`config.mk`:
```
export PLATFORM = sky130hd
export DESIGN_NAME = tt_um_seq_divider_hhrb98
export DESIGN_NICKNAME = d
export VERILOG_FILES = /design/src/rtl/tt_um_seq_divider_hhrb98.sv
export SDC_FILE = /design/constraint.sdc
export NUM_CORES = 1
export LEC_CHECK = 0
export CAP_MARGIN = 20
export CORE_AREA = 8 8 68 70
export CTS_BUF_LIST = sky130_fd_sc_hd__clkbuf_8
export DETAILED_ROUTE_END_ITERATION = 8
export DIE_AREA = 0 0 76 78
export PLACE_DENSITY = 0.88
export SLEW_MARGIN = 20
export SYNTH_ARGS = -nofsm -noshare
export SYNTH_HDL_FRONTEND = slang
export SYNTH_SLANG_ARGS = --single-unit
```
`constraint.sdc`:
```
create_clock -name clk -period 2 [get_ports clk]
set_clock_uncertainty 0.1 [all_clocks]
set_input_delay 0.5 -clock clk [delete_from_list [all_inputs] [get_ports clk]]
set_output_delay 0.5 -clock clk [all_outputs]
set_load 0.1 [all_outputs]
```
`src/rtl/tt_um_seq_divider_hhrb98.sv`:
```
// Sequential restoring divider tile: 8-bit dividend / 4-bit divisor, one quotient bit per clock.
// Optional macro DIV_ZERO_FAST_EN: a zero divisor skips the iterations and completes on the start edge.
module tt_um_seq_divider_hhrb98 (
  input  logic       clk,
  input  logic       rst_n,
  input  logic       ena,
  input  logic [7:0] ui_in,
  input  logic [7:0] uio_in,
  output logic [7:0] uo_out,
  output logic [7:0] uio_out,
  output logic [7:0] uio_oe
);

  localparam logic [1:0] S_IDLE = 2'd0;
  localparam logic [1:0] S_RUN  = 2'd1;
  localparam logic [1:0] S_DONE = 2'd2;

  logic [1:0] state;
  logic       start_q;
  logic [7:0] dividend;
  logic [3:0] divisor;
  logic [4:0] pr;
  logic [7:0] quotient;
  logic [2:0] cnt;

  logic       start_edge;
  logic       sel;
  logic [4:0] pr_shift;
  logic [4:0] pr_sub;
  logic       pr_ge;
  logic       unused_pins;

  assign start_edge  = uio_in[4] & ~start_q;
  assign sel         = uio_in[5];
  assign unused_pins = &{1'b0, uio_in[7:6]};

  // Dividend is shifted left each iteration so its MSB is always the next bit to bring down.
  assign pr_shift = {pr[3:0], dividend[7]};
  assign pr_ge    = pr_shift >= {1'b0, divisor};
  assign pr_sub   = pr_shift - {1'b0, divisor};

  always_ff @(posedge clk or negedge rst_n) begin
    if (!rst_n) begin
      state    <= S_IDLE;
      start_q  <= 1'b0;
      dividend <= '0;
      divisor  <= '0;
      pr       <= '0;
      quotient <= '0;
      cnt      <= '0;
    end else if (ena) begin
      start_q <= uio_in[4];
      case (state)
        S_IDLE, S_DONE: begin
          if (start_edge) begin
            dividend <= ui_in;
            divisor  <= uio_in[3:0];
            pr       <= '0;
            quotient <= '0;
            cnt      <= '0;
            state    <= S_RUN;
`ifdef DIV_ZERO_FAST_EN
            if (uio_in[3:0] == 4'd0) begin
              quotient <= '1;
              pr       <= 5'h0F;
              state    <= S_DONE;
            end
`endif
          end
        end
        S_RUN: begin
          dividend <= {dividend[6:0], 1'b0};
          quotient <= {quotient[6:0], pr_ge};
          pr       <= pr_ge ? pr_sub : pr_shift;
          cnt      <= cnt + 3'd1;
          if (cnt == 3'd7) begin
            state <= S_DONE;
            // A zero divisor yields all-ones quotient naturally; the remainder is forced.
            if (divisor == 4'd0) pr <= 5'h0F;
          end
        end
        default: state <= S_IDLE;
      endcase
    end
  end

  assign uo_out  = sel ? {4'b0000, pr[3:0]} : quotient;
  assign uio_out = {state == S_DONE, state == S_RUN, 6'b00_0000};
  assign uio_oe  = 8'b1100_0000;

endmodule

```
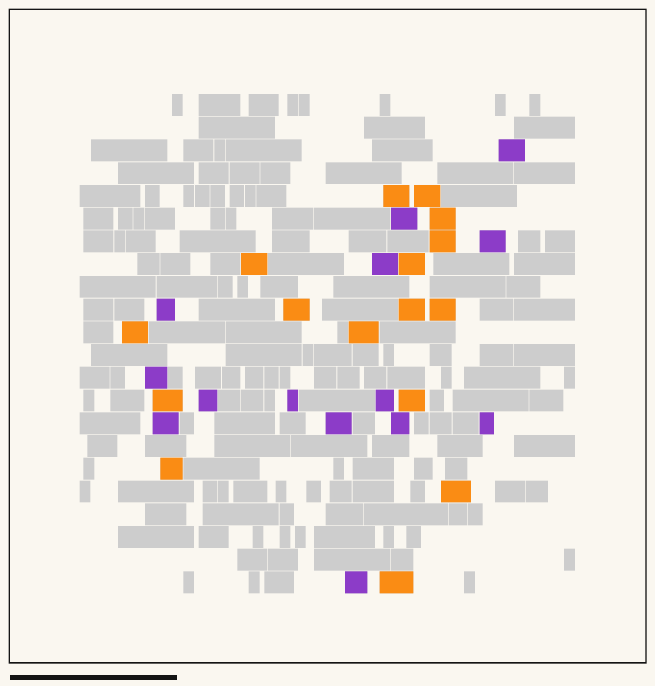
*Selected gate families, run 1*
Bar = 20 um.
legend:
  orange:
    family: AND-OR and OR-AND gates
    cells: 16
  purple:
    family: NOR gates
    cells: 14
multi-input gate share of the layout cell area: 38.9%
count of placed standard cells in the final layout, fillers left out: 242

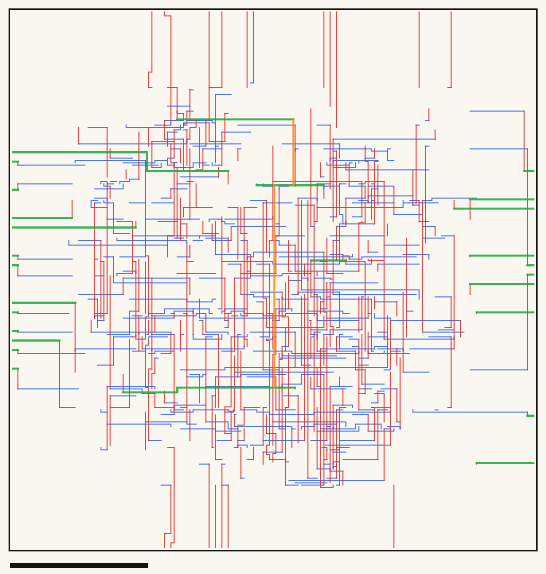
*Wiring by layer, run 1*
Bar = 20 um.
legend:
  blue:
    layer: met1
    wire_length: 1560 um
  green:
    layer: met3
    wire_length: 197 um
  orange:
    layer: met4
    wire_length: 38.8 um
  red:
    layer: met2
    wire_length: 1930 um

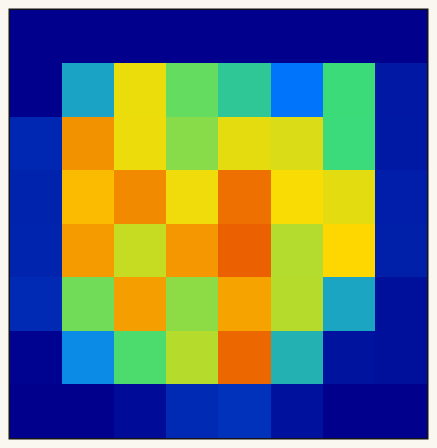
*Placement density heat map, run 1*
8 x 8 tiles, from dark blue (low) to red (high), 0 to 100% covered.
tiles over 75% full: 17%
mean over tiles: 37%
densest ninth of the die: center
nearly empty tiles: 22%
effective utilization at floorplan: 47.5%
share of the core filled with cells in the final layout: 63.5%
core area: 0.00355 sq mm

==> qor.tcl, run 1 <==
set qor(xor_share_pct) 0.520
set qor(layout-drive-gt1-share_pct) 25.8
set qor(min_from) {dividend[6]$_DFFE_PN0P_}
set qor(clkSinkCount) 30
set qor(met2_wirelength_mm) 1.93
set qor(layout_min_cycle_time_ns) 1.94
set qor(number_of_cell_instances_after_yosys_synthesis) 161
set qor(p_leak_nw) 1.01
set qor(summed_standard_cell_area_reported_by_yosys_sq_mm) 0.00169
set qor(outcome) {finished clean}
set qor(post-route-drc-count) 0
set qor(vias_in_the_first_global_route) 1324
set qor(dp.cells) 234
set qor(proportion_of_synthesized_area_in_mux_cells_pct) 8.17
set qor(dp_slack_ns) -0.257
set qor(fin_tns_setup_ns) 0
set qor(internal_reg_to_reg_setup_slack_ns) 0.07
set qor(routed_wire_length_per_instance_um) 15.4
set qor(worst_ep_arrival_time_ns) 1.34
set qor(met3WireLength_um) 197
set qor(seq_area_sq_um) 751
set qor(timing_hold_violations_final) 0
set qor(design_power_total_mw) 4.19
set qor(top_cell_area_share_pct) 44.5
set qor(p_seq_mw) 1.05
set qor(distinct_cell_type_count_after_synthesis) 39
set qor(route.antenna.remaining_nets) 0
set qor(setup.worst_path.start_class) {primary input}
set qor(row_cnt) 22
set qor(fill_cells) 293
set qor(finalWirelength_mm) 3.73
set qor(cts_inserted_buffers) 5
set qor(min_path_type) {reg -> reg}
set qor(overflow) 0
set qor(antenna_violations_before_repair) 0
set qor(detail_route.vias_per_cell) 5.27
set qor(hold_ep) {dividend[6]$_DFFE_PN0P_}
set qor(cts_max_level) 2
set qor(critPathCapture) {uo_out[0]}
set qor(hpwl_mm) 2.71
set qor(drtIter0Drc) 53
set qor(via_count) 1276
set qor(cts_tree) {yes}
set qor(hold_depth) 2
set qor(synth_warnings) 0
set qor(highest_metal_used) {met4}
set qor(mi_logic_area_sq_um) 877
set qor(power.share.switching_pct) 46.1
set qor(p_sw_mw) 1.93
set qor(clockRootBuffer) {clkbuf_8}
set qor(maxClockFrequency_mhz) 514
set qor(die_width_um) 76
set qor(crit_path_from) {uio_in[5]}
set qor(clock_power_share_pct) 12.3
set qor(met1_length_mm) 1.56
set qor(timing.rr.end) {pr[2]$_DFFE_PN0P_}
set qor(diodes) 0
set qor(cp_max_fo) 5
set qor(port-buffer-count) 26
set qor(clk_path_buf_depth) 2
set qor(irDropWorstVdd_v) 0.000871
set qor(post_synth_inst_count) 161
set qor(log.warning_count) 29
set qor(edf_count) 0
set qor(dieArea_sq_mm) 0.00593
set qor(worstPathRequired_ns) 1.40
set qor(dominantRegCellSynth) {dfrtp_1}
set qor(die_h_um) 78
set qor(comb_power_share_pct) 62.6
set qor(top_power_group) {combinational logic}
set qor(netlist.top_cell.by_area) {dfrtp_1}
set qor(setup_slack_ns) 0.0555
set qor(grt_first_pass_wirelength_mm) 6.11
set qor(asyncSetResetFlopFracSynth_pct) 100
set qor(setup_viol) 0
set qor(detail_route.first_pass.iterations) 4
set qor(insertion_delay_ns) 0.29
set qor(synth.yosys.seq_area_share_pct) 44.5
set qor(pwr.group.clock_mw) 0.515
set qor(synth_adder_area_share_pct) 5.64
set qor(number_of_max_capacitance_violations_reported) 0
set qor(gr-usage-all-layers_pct) 12.6
set qor(area_delta_synth_final_pct) 33.8
set qor(yosys_register_bits) 30
set qor(clkSlewWorstSetupHoldPaths_ns) 0.06
set qor(cell_types_with_the_largest_area_share_after_synthesis) {dfrtp_1 45%, buf_4 6.2%, a22o_1 5.2%}
set qor(power_report.internal_total_mw) 2.26
set qor(finalWeightedCongestion) 0.802
set qor(postSynthAreaPerCell_sq_um) 10.5
set qor(pwr-share-seq_pct) 25.1
set qor(ys_sh_simple_pct) 11.6
set qor(complex_gates_by_area_pct) 19.8
set qor(syn-cell-area_sq_mm) 0.00169
set qor(power_combinational_mw) 2.62
set qor(power_per_cell_area_mw_per_mm2) 1860
set qor(timing.critical_path.slowest_stage_cell) {mux2_2}
set qor(slowest_delay_ns) 0.39
set qor(layout.nets) 219
set qor(finalCritPeriodShare_pct) 97.2
set qor(largest_net_degree_at_the_start_of_global_routing) 31
set qor(worstSetupEndpointType) {output pin}
set qor(final_max_slew_viol_count) 0
set qor(setup.worst_path.class) {in -> out}
set qor(worstRegToRegCells) 6
set qor(r2r_start) {dividend[7]$_DFFE_PN0P_}
set qor(holdBufCountCts) 0
set qor(io_pins) 43
set qor(crit_chain) {clkdlybuf4s15_1, mux2_2, buf_12}
set qor(synth.logic.top_family) {AND-OR/OR-AND gates}
==> run 1: registers in the layout (all words and copies together), names as in the netlist <==
name / flops
state: 2
quotient: 8
pr: 4
start_q: 1
cnt: 3
dividend: 8
divisor: 4
==> run 1: cells in the mapped netlist (all sizes together) (3+ instances only) <==
master and count:
dfrtp 30, o21ai 17, buf 16, nand2 15, a22o 10, mux2i 7, nor2b 7, clkbuf 6
ha 6, mux2 6, inv 5, a211oi 3, o31ai 3
==> run 1: stage by stage <==
stage	hold slack, ns	instance area, sq um
after floorplan	0.104	1740
after global placement	0.366	2120
after detailed placement	0.378	2120
after CTS	0.392	2220
after global routing	0.424	2250
final	0.391	2250
==> run 1: routing by layer <==
layer	up-vias	track usage (%)
met5	-	0
met1	626	14.0
met3	4	4.72
met2	31	21.9
li1	615	-
met4	0	4.12
==> run 1: worst max-delay path: cells and delay by family <==
kind | cells | cell delay, ns
buffers and inverters | 2 | 0.45
muxes | 1 | 0.39
==> run 1: cells in the final DEF, fill, tap and decap left out, drive strengths merged, types with 3 or more instances in the layout <==
cell           netlist  routed
nand2               15      15
nor2b                7       7
mux2i                7       7
mux2                 6       6
clkdlybuf4s50        0      15
conb                 2      14
inv                  5       5
clkbuf               6       6
a211oi               3       3
o31ai                3       3
buf                 16      19
a22o                10      10
dfrtp               30      30
ha                   6       6
o21ai               17      17
==> run 1: area by class of cell <==
class | instances | share of cell area [%]
Sequential cell | 30 | 33.3
Timing Repair Buffer | 35 | 20.1
Clock buffer | 6 | 3.66
Multi-Input combinational cell | 116 | 38.9
Clock inverter | 2 | 0.555
Inverter | 5 | 0.832
Tap cell | 48 | 2.66
==> run 1: timing repair <==
item                       4_1_cts  5_1_grt
resized                          1        8
pin swaps                        1        2
setup endpoints to repair        9        7
buffers inserted                 0        0
==> run 1 -> run 2 <==
--- a/config.mk
+++ b/config.mk
@@ -10,7 +10,7 @@
 export CTS_BUF_LIST = sky130_fd_sc_hd__clkbuf_8
 export DETAILED_ROUTE_END_ITERATION = 8
 export DIE_AREA = 0 0 76 78
-export PLACE_DENSITY = 0.88
+export PLACE_DENSITY = 0.78
 export SLEW_MARGIN = 20
 export SYNTH_ARGS = -nofsm -noshare
 export SYNTH_HDL_FRONTEND = slang
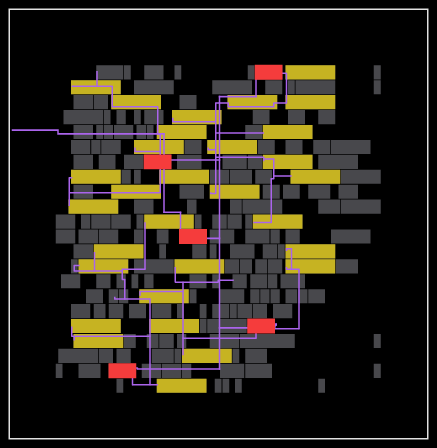
*Routed clock nets over the placement, run 2*
legend:
  purple:
    item: clock wires
    length: 475 um
  yellow:
    item: flip-flops
    count: 30
  red:
    item: cells driving clock nets
    count: 5
routed clock nets: 6
clock group power: 0.530 mW
worst-skew pair later-pin latency: 0.29 ns
fraction of power consumed by the clock network: 12.8%

==> run 2 against run 1 <==
Compared with the run above:
- utilization is 0.25 points lower
- sequential share of layout area is 0.13 points higher
- worst setup slack worse by 0.018 ns
- synthesized cell count stayed put
- register-to-register slack better by 0.03 ns
- non-clock buffer count stayed put
- global-route usage is 0.69 points higher
- largest power group unchanged
==> qor.tcl, run 2 <==
set qor(worst_ep_arrival_time_ns) 1.36 ;# +0.02 ns
set qor(dp_slack_ns) -0.270 ;# -0.0128 ns
set qor(top_cells_by_count) {30 x dfrtp_1, 15 x nand2_1, 14 x buf_4}
set qor(largest_net_degree_at_the_start_of_global_routing) 31 ;# unchanged
set qor(synth.logic.top_family) {AND-OR/OR-AND gates}
set qor(core_util_floorplan_pct) 47.5 ;# unchanged
set qor(power.share.switching_pct) 46.3 ;# +0.20 points
set qor(drtIter0Drc) 94 ;# +77%
set qor(synth_top_cell_by_count) {dfrtp_1}
set qor(detail_route.first_pass.iterations) 4 ;# unchanged
set qor(synth.yosys.seq_area_share_pct) 44.5 ;# unchanged
set qor(holdBufCountCts) 0 ;# unchanged
set qor(layout_min_cycle_time_ns) 1.96 ;# +0.0177 ns
set qor(route.antenna.remaining_nets) 0 ;# unchanged
set qor(clkSinkCount) 30 ;# unchanged
set qor(maxClockFrequency_mhz) 510 ;# -0.90%
set qor(syn-cell-area_sq_mm) 0.00169 ;# unchanged
set qor(design_power_total_mw) 4.14 ;# -1.2%
set qor(area_delta_synth_final_pct) 33.3
set qor(netlist.top_cell.by_area) {dfrtp_1}
set qor(top_cell_area_share_pct) 44.5 ;# unchanged
set qor(post-route-drc-count) 0 ;# unchanged
set qor(fp.coreArea_sq_mm) 0.00355 ;# unchanged
set qor(diodes) 0 ;# unchanged
set qor(synth_warnings) 0 ;# unchanged
set qor(io_pins) 43 ;# unchanged
set qor(whs_ns) 0.382 ;# -0.00919 ns
set qor(synth_adder_area_share_pct) 5.64 ;# unchanged
set qor(layout.nets) 219 ;# unchanged
set qor(power_per_cell_area_mw_per_mm2) 1840 ;# -0.77%
set qor(finalWeightedCongestion) 0.793 ;# -1.1%
set qor(number_of_cell_instances_after_yosys_synthesis) 161 ;# unchanged
set qor(power_report.internal_total_mw) 2.22 ;# -1.5%
set qor(asyncSetResetFlopFracSynth_pct) 100 ;# unchanged
set qor(cell_types_with_the_largest_area_share_after_synthesis) {dfrtp_1 45%, buf_4 6.2%, a22o_1 5.2%}
set qor(log.warning_count) 29 ;# unchanged
set qor(outcome) {finished clean}
set qor(clockRootBuffer) {clkbuf_8}
set qor(final_cell_mix) {30 x dfrtp_1, 15 x nand2_1, 15 x clkdlybuf4s50_1}
set qor(p_leak_nw) 1.01 ;# +0.45%
set qor(finalWirelength_mm) 3.75 ;# +0.72%
set qor(setup.worst_path.start_class) {primary input}
set qor(die_h_um) 78 ;# unchanged
set qor(postSynthAreaPerCell_sq_um) 10.5 ;# unchanged
set qor(vias_in_the_first_global_route) 1361 ;# +2.8%
set qor(final_max_slew_viol_count) 0 ;# unchanged
set qor(pwr-share-seq_pct) 24.9 ;# -0.2 points
set qor(clk_path_buf_depth) 2 ;# unchanged
set qor(finalCritPeriodShare_pct) 98.1 ;# +0.89 points
set qor(via_count) 1302 ;# +2.0%
set qor(overflow) 0 ;# unchanged
set qor(dp.cells) 234 ;# unchanged
set qor(comb_power_share_pct) 62.3 ;# -0.3 points
set qor(crit_chain) {clkdlybuf4s15_1, mux2_2, buf_12}
set qor(setup_slack_ns) 0.0378 ;# -0.0177 ns
set qor(dominantRegCellSynth) {dfrtp_1}
set qor(cts_post_setup_buffers_inserted) 0 ;# unchanged
set qor(yosys_register_bits) 30 ;# unchanged
set qor(post_synth_inst_count) 161 ;# unchanged
set qor(dieArea_sq_mm) 0.00593 ;# unchanged
set qor(worstSetupEndpointType) {output pin}
set qor(irDropWorstVdd_v) 0.000797 ;# -8.6%
set qor(worstPathRequired_ns) 1.40 ;# about the same
set qor(worst-path-buf-inv) 2 ;# unchanged
set qor(number_of_max_capacitance_violations_reported) 0 ;# unchanged
set qor(p_sw_mw) 1.92 ;# -0.73%
set qor(antenna_violations_before_repair) 0 ;# unchanged
set qor(fin_tns_setup_ns) 0 ;# unchanged
set qor(dpl-instance-area_sq_mm) 0.00212 ;# unchanged
set qor(largest_registers) {dividend x8, quotient x8}
set qor(cts_inserted_buffers) 5 ;# unchanged
set qor(detail_route.vias_per_cell) 5.38 ;# +2.0%
set qor(timing.critical_path.slowest_stage_cell) {mux2_2}
set qor(setup.worst_path.class) {in -> out}
set qor(port-buffer-count) 26 ;# unchanged
set qor(hpwl_mm) 2.78 ;# +2.8%
set qor(row_cnt) 22 ;# unchanged
set qor(gr-usage-all-layers_pct) 13.3 ;# +0.69 points
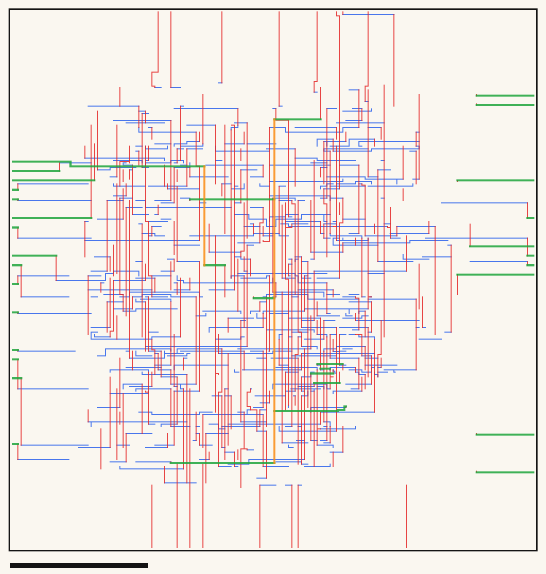
*Wiring by layer, run 2*
Bar = 20 um.
legend:
  orange:
    layer: met4
    wire_length: 63.9 um
  blue:
    layer: met1
    wire_length: 1540 um
  green:
    layer: met3
    wire_length: 201 um
  red:
    layer: met2
    wire_length: 1940 um

[run 2: cell counts after synthesis]
No cell type changed its count.
[run 2: layer usage]
layer	vias up	GRT usage (%)	routed length, um
met1	641	14.0	1540
met4	0	6.47	63
met2	38	23.1	1940
met5	-	0	0
li1	616	-	-
met3	7	4.95	201
[run 2: power groups by stage]
stage	Sequential [mW]	Clock, mW	Combinational [mW]
after detailed placement	1.04	0	2.46
after global routing	1.06	0.555	2.76
final	1.03	0.530	2.58
after floorplan	0.999	0	1.80
after global placement	1.03	0	2.38
after CTS	1.03	0.538	2.49
[run 2: cell type report]
type                    count  area [sq um]
well taps                  48          60.1
flip-flops and latches     30           751
inverters                   5          18.8
multi-input cells         116           868
clock inverters             2          12.5
fillers                   294          1310
repair buffers             35           453
clock buffers               6          82.6
[run 2: path summary, 6_finish.rpt]
check                                        startpoint                 endpoint  slack [ns]  cells after the start
worst max-delay path                          uio_in[5]                uo_out[0]        0.04                      3
worst min-delay path            dividend[4]$_DFFE_PN0P_  dividend[4]$_DFFE_PN0P_        0.38                      2
worst max register to register        pr[2]$_DFFE_PN0P_        pr[1]$_DFFE_PN0P_        0.10                      5
worst min register to register  dividend[4]$_DFFE_PN0P_  dividend[4]$_DFFE_PN0P_        0.38                      2
max in group asynchronous                         rst_n  dividend[1]$_DFFE_PN0P_        1.03                      2
min in group asynchronous                         rst_n       cnt[2]$_DFFE_PN0P_        0.50                      2
[run 2: timing repair]
| item | in CTS | in global routing |
|---|---|---|
| gates resized | 2 | 5 |
| endpoints found under the setup margin | 8 | 3 |
| pin swaps | 0 | 2 |
[run 2: worst register-to-register path, delay by kind of cell, from the launching register on]
kind                       cells  cell delay (ns)
AOI/OAI and AO/OA              3             0.81
adders and majority gates      1             0.20
DFF                            1             0.41
and+or+nand+nor                1             0.26
Power is estimated from default activity; no workload was simulated.
